==> run_1/final_placement.png <==
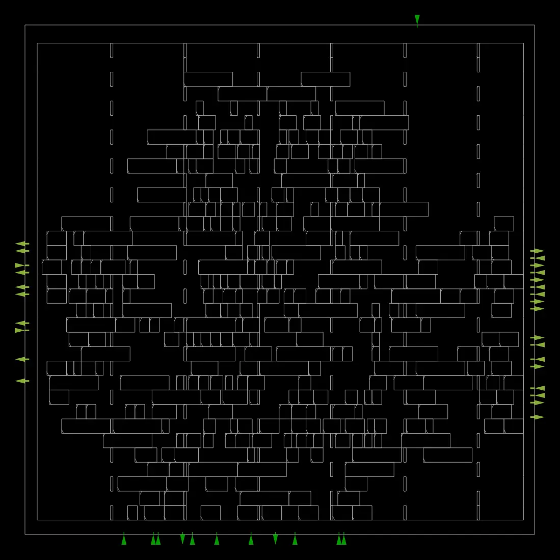
==> run_1/registers.png <==
Bar = 20 um. Other sequential cells in the stronger gray, the rest of the logic in the fainter gray.
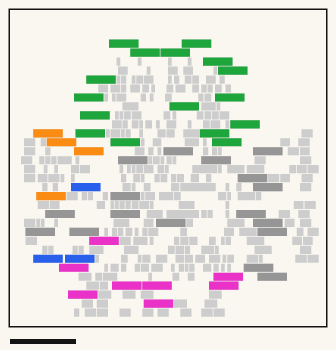
==> run_1/cell_classes.png <==
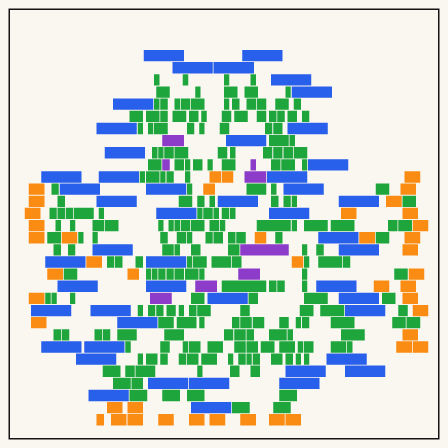
`src/rtl/dma_init_sequencer.sv`:
```
// rtl/dma_init_sequencer.sv - issues masked one-hot DMA init tasks in order with per-task timeout and deferred abort
module dma_init_sequencer #(
    parameter int DMA_INIT_TASK_CNT = 8,
    parameter int TASK_IDX_WIDTH    = 3,
    parameter int TIMEOUT_WIDTH     = 16,
    parameter int TIMEOUT_CYCLES    = 16'hFFFF
) (
    input  logic                         clk,
    input  logic                         reset,
    input  logic                         start,
    input  logic [DMA_INIT_TASK_CNT-1:0] task_mask,
    input  logic                         abort,
    output logic [DMA_INIT_TASK_CNT-1:0] slaveInit,
    input  logic [DMA_INIT_TASK_CNT-1:0] slaveFinInit,
    output logic                         busy,
    output logic                         done,
    output logic                         aborted,
    output logic                         error,
    output logic [TASK_IDX_WIDTH-1:0]    err_task_idx,
    output logic [TASK_IDX_WIDTH:0]      tasks_done
);

    localparam int N  = DMA_INIT_TASK_CNT;
    localparam int IW = TASK_IDX_WIDTH + 1;

    typedef enum logic [2:0] {
        S_IDLE,
        S_SCAN,
        S_ISSUE,
        S_WAIT,
        S_GAP,
        S_DONE,
        S_ABORT,
        S_ERR
    } state_t;

    state_t                   state_q;
    state_t                   state_d;
    logic [N-1:0]             mask_q;
    logic [IW-1:0]            idx_q;
    logic [TIMEOUT_WIDTH-1:0] tmo_q;
    logic                     abort_q;
    logic                     found;
    logic [IW-1:0]            found_idx;
    logic                     fin_hit;
    logic                     tmo_hit;

    // idx_q is one bit wider than a task index so it can step past the last task
    always_comb begin
        found     = 1'b0;
        found_idx = '0;
        for (int i = N - 1; i >= 0; i--) begin
            if (mask_q[i] && (IW'(i) >= idx_q)) begin
                found     = 1'b1;
                found_idx = IW'(i);
            end
        end
    end

    assign fin_hit = (slaveFinInit == slaveInit);
    assign tmo_hit = (tmo_q == TIMEOUT_WIDTH'(TIMEOUT_CYCLES - 1));

    always_ff @(posedge clk or negedge reset) begin
        if (!reset) begin
            state_q <= S_IDLE;
        end else begin
            state_q <= state_d;
        end
    end

    // GAP also performs the scan so the zero cycle between requests is exactly one
    always_comb begin
        state_d = state_q;
        case (state_q)
            S_IDLE: begin
                if (start) begin
                    state_d = S_SCAN;
                end
            end
            S_SCAN, S_GAP: begin
                if (!found) begin
                    state_d = S_DONE;
                end else if (abort_q || abort) begin
                    state_d = S_ABORT;
                end else begin
                    state_d = S_ISSUE;
                end
            end
            S_ISSUE: state_d = S_WAIT;
            S_WAIT: begin
                if (fin_hit) begin
                    state_d = S_GAP;
                end else if (tmo_hit) begin
                    state_d = S_ERR;
                end
            end
            S_DONE, S_ABORT, S_ERR: state_d = S_IDLE;
            default: state_d = S_IDLE;
        endcase
    end

    always_ff @(posedge clk or negedge reset) begin
        if (!reset) begin
            mask_q       <= '0;
            idx_q        <= '0;
            tmo_q        <= '0;
            abort_q      <= 1'b0;
            slaveInit    <= '0;
            error        <= 1'b0;
            err_task_idx <= '0;
            tasks_done   <= '0;
        end else begin
            if ((state_q != S_IDLE) && abort) begin
                abort_q <= 1'b1;
            end
            case (state_q)
                S_IDLE: begin
                    if (start) begin
                        mask_q       <= task_mask;
                        idx_q        <= '0;
                        abort_q      <= 1'b0;
                        error        <= 1'b0;
                        err_task_idx <= '0;
                        tasks_done   <= '0;
                    end
                end
                S_SCAN, S_GAP: begin
                    if (state_d == S_ISSUE) begin
                        idx_q     <= found_idx;
                        slaveInit <= N'(1) << found_idx;
                    end
                end
                S_ISSUE: begin
                    tmo_q <= '0;
                end
                S_WAIT: begin
                    if (fin_hit) begin
                        tasks_done <= tasks_done + IW'(1);
                        idx_q      <= idx_q + IW'(1);
                        slaveInit  <= '0;
                    end else if (tmo_hit) begin
                        error        <= 1'b1;
                        err_task_idx <= idx_q[TASK_IDX_WIDTH-1:0];
                        slaveInit    <= '0;
                    end else begin
                        tmo_q <= tmo_q + TIMEOUT_WIDTH'(1);
                    end
                end
                default: begin
                    slaveInit <= '0;
                end
            endcase
        end
    end

    assign busy    = (state_q != S_IDLE);
    assign done    = (state_q == S_DONE);
    assign aborted = (state_q == S_ABORT);

endmodule

```
`config.mk`:
```
export PLATFORM = sky130hd
export DESIGN_NAME = dma_init_sequencer
export DESIGN_NICKNAME = d
export VERILOG_FILES = /design/src/rtl/dma_init_sequencer.sv
export SDC_FILE = /design/constraint.sdc
export NUM_CORES = 1
export LEC_CHECK = 0
export ABC_AREA = 0
export CAP_MARGIN = 20
export CORE_MARGIN = 2
export CORE_UTILIZATION = 33
export CTS_CLUSTER_DIAMETER = 150
export DETAILED_ROUTE_END_ITERATION = 12
export SLEW_MARGIN = 20
export SYNTH_ARGS = -nofsm -noshare
export SYNTH_HDL_FRONTEND = slang
export SYNTH_SLANG_ARGS = --single-unit
```
`constraint.sdc`:
```
create_clock -name clk -period 3.05 [get_ports clk]
set_clock_uncertainty 0.05 [all_clocks]
set_input_delay 0.61 -clock clk [delete_from_list [all_inputs] [get_ports clk]]
set_output_delay 0.61 -clock clk [all_outputs]
set_load 0.02 [all_outputs]
```
==> flow_summary.toml, run 1 <==
# generated from flow reports
[yosys]
ys_sh_aoi = 0.135
xor_share = 0.0691
ys_seq_frac = 0.431
async_flop_share = 1.00
edf_count = 0
synthCells = 292
fp_nets = 318
synth-simple-area-share = 0.231
synth_cell_type_count = 53
yosysChipArea_mm2 = 0.00279

[critical_path]
worst-setup-path-type = "register to primary output"
max_stage_delay_ns = 0.57
cp_slowest_cell = "clkdlybuf4s50_1"
crit_path_end_kind = "primary output"
startpoint_type = "register"
r2r_cells = 7
r2r_end = "slaveInit[6]"
crit_end = "busy"
crit_start = "state_q[0]"
crit_family = "buffers and inverters"

[sta]
hold_viol = 0
final.setup.tns_ns = 0
max_slew_margin = 0.476

[power_and_ir_drop]
irDropWorstVdd_mv = 0.343
p_leak_nw = 1.45
power.density_mw_per_mm2 = 806
internal_power_mw = 1.60
maxPowerGroup = "combinational logic"
p_comb_mw = 1.30
combPwrFrac = 0.473

[clocking]
tritoncts = "yes"
root_buffer = "clkbuf_8"
clk_pin_slew_ns = 0.09
clk_latency_ns = 0.30
cts_hold_buffers = 0
cts_resized = 0
clock_path_buffers = 2

[layout]
comb.multi_input.count = 222
syn_to_final_growth_pct = 22.3
comb_share = 0.441
comb_area_mm2 = 0.00150
nClkBuffers = 6
top_regs = "tmo_q (16), mask_q (8), slaveInit (8)"
stdcell_count = 439
largest_class = "multi-input combinational cells"
buffers = 44

[die]
dieArea_mm2 = 0.00920
row_count = 33
taps = 105
ioPinCount = 39

[route]
routed_wirelength_mm = 6.18
dr.pass1.iters = 4
vias = 2243
viasPerCell = 5.11
wl_met2_mm = 2.60

[global_routing]
gr-usage-met2 = 0.214
antenna_found_initial = 0
grt_max_degree = 33
grt_usage = 0.147

[status]
outcome = "complete, no violations"

[min_path]
min_path_type = "input port to asynchronous set/reset pin"

[flow_run]
warnings = 29
drv_cap = 0

[place]
placed_area_mm2 = 0.00330
place.gp.congestion = 0.830
dp_slack_ns = 0.195
## Picture notes: final_placement.png
core area: 0.00822 mm^2
flop share of the area: 0.352
Flops: 48
utilization after layout: 0.415

## Picture notes: registers.png
magenta -> mask_q  # sequential cells 8
orange -> tasks_done  # sequential cells 4, where middle left
blue -> err_task_idx  # sequential cells 3
green -> tmo_q  # sequential cells 16
not colored = 17

## Picture notes: cell_classes.png
purple -> clock drivers and dummy loads  # cells 8
blue -> flops  # cells 48
orange -> other buffers and delay cells  # cells 44
green -> all other logic  # cells 234

==> run 1 -> run 2 <==
- REMOVE_ABC_BUFFERS: unset -> 1
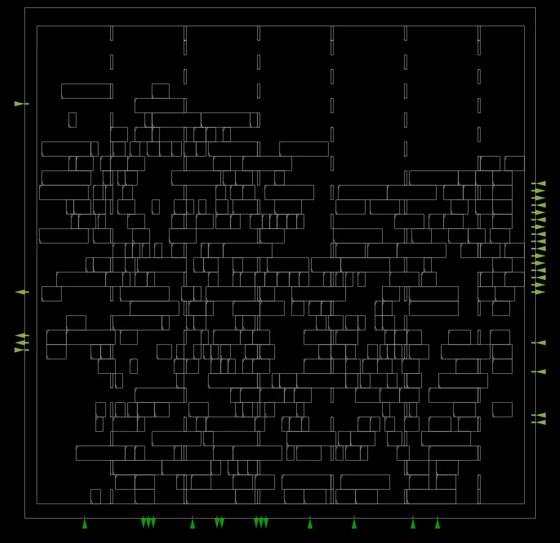
(run_2/final_placement.png)
flop share of the area: 0.353
utilization after layout: 0.414

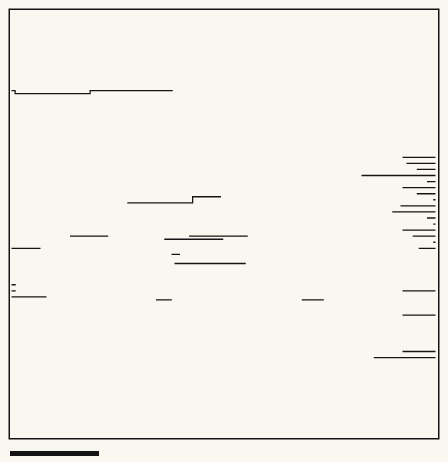
(run_2/met3.png)
Bar = 20 um.
longest straight run = 18.4 um
main direction = horizontal
nets with wire on the layer = 31
share of all routed wire = 4.1%
wire length on this layer = 250 um
met3 Track Usage GR: 0.0258
Routed Wire Length: 6.05 mm

==> flow_summary.toml, run 2 <==
# generated from flow reports
[status]
outcome = "complete, no violations"

[critical_path]
crit_family = "buffers and inverters"
ff2ff_setup_slack_ns = 0.48
path_cells = "nor3_1 > inv_1 > clkdlybuf4s50_1"
worst-setup-path-type = "register to primary output"
cp_num_cells = 3
crit_path_end_kind = "primary output"
crit_end = "busy"
path_buffers = 2
r2r_cells = 7
crit_start = "state_q[2]"
cp_slowest_cell = "clkdlybuf4s50_1"
max_stage_delay_ns = 0.56
startpoint_type = "register"
r2r_end = "slaveInit[0]"

[place]
hpwl_mm = 4.43
dp_slack_ns = 0.360
io_buffers = 38
placed_area_mm2 = 0.00331
place.gp.congestion = 0.816

[sta]
final.setup.tns_ns = 0
fin_crit_sh = 0.847
hold_viol = 0
finalCriticalPeriod_ns = 2.58
setup_viol = 0
max_slew_margin = 0.450
rsz0062_at_grt = "false"
worst_pin_slew_ns = 0.818

[die]
taps = 105
ioPinCount = 39
row_count = 33
core_mm2 = 0.00822
die_y_um = 95.9
dieArea_mm2 = 0.00920

[clocking]
cts_hold_buffers = 0
clock_path_buffers = 2
root_buffer = "clkbuf_8"
tritoncts = "yes"
cts_resized = 0
clk_latency_ns = 0.30
cts_setup_buffers = 0
clk_pin_slew_ns = 0.09

[route]
wl_per_cell_um = 13.7
drc = 0
wl_met2_mm = 2.62
vias = 2261
dr.pass1.iters = 4
wl_met1_mm = 3.13
antenna_left = 0
viasPerCell = 5.14

[layout]
comb_share = 0.442
final.fill_count = 804
mostFrequentLayoutCell = "dfrtp_1"
syn_to_final_growth_pct = 22.0
top_regs = "tmo_q (16), mask_q (8), slaveInit (8)"
nClkBuffers = 6
buffers = 45
nets = 360
stdcell_area_mm2 = 0.00340
diodes = 0
comb_area_mm2 = 0.00150
drive_above_1_share = 0.122
stdcell_count = 440
comb.multi_input.count = 222
flops = 48
largest_class = "multi-input combinational cells"

[flow_run]
warnings = 28
drv_cap = 0

[yosys]
ys_sh_aoi = 0.135
ys_seq_frac = 0.431
synth-simple-area-share = 0.231
edf_count = 0
synthCells = 292
avgSynthCellArea_um2 = 9.55
yosysChipArea_mm2 = 0.00279
async_flop_share = 1.00
synthMuxAreaShare = 0.0772
xor_share = 0.0691
ff_type = "dfrtp_1"
most_common_cell = "dfrtp_1"
top_cell_area_share = 0.431
synth_cell_type_count = 53
top_cells_by_area = "dfrtp_1 (43%), xor2_1 (6.0%), nor2_1 (5.1%), mux2_4 (3.8%), nand3_1 (3.6%)"
fa_ha_area_frac = 0.0269

[power_and_ir_drop]
power_frac_seq = 0.373
irDropWorstVdd_mv = 0.455
p_leak_nw = 1.45
p_clk_mw = 0.401
combPwrFrac = 0.477
switching_share = 0.424
seq_power_mw = 0.994
clkPwrFrac = 0.150
internal_power_mw = 1.53
maxPowerGroup = "combinational logic"
power.density_mw_per_mm2 = 784
total_power_mw = 2.67
p_comb_mw = 1.27

[global_routing]
grt_util_met1 = 0.200
grt_usage = 0.141
antenna_found_initial = 0
grt_max_degree = 28
gr-usage-met2 = 0.220

[min_path]
min_path_type = "input port to asynchronous set/reset pin"
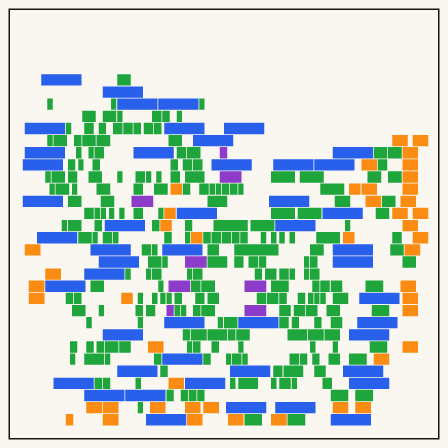
(run_2/cell_classes.png)
purple -> clock drivers and dummy loads  # cells 8
orange -> other buffers and delay cells  # cells 45
green -> all other logic  # cells 234
blue -> flops  # cells 48

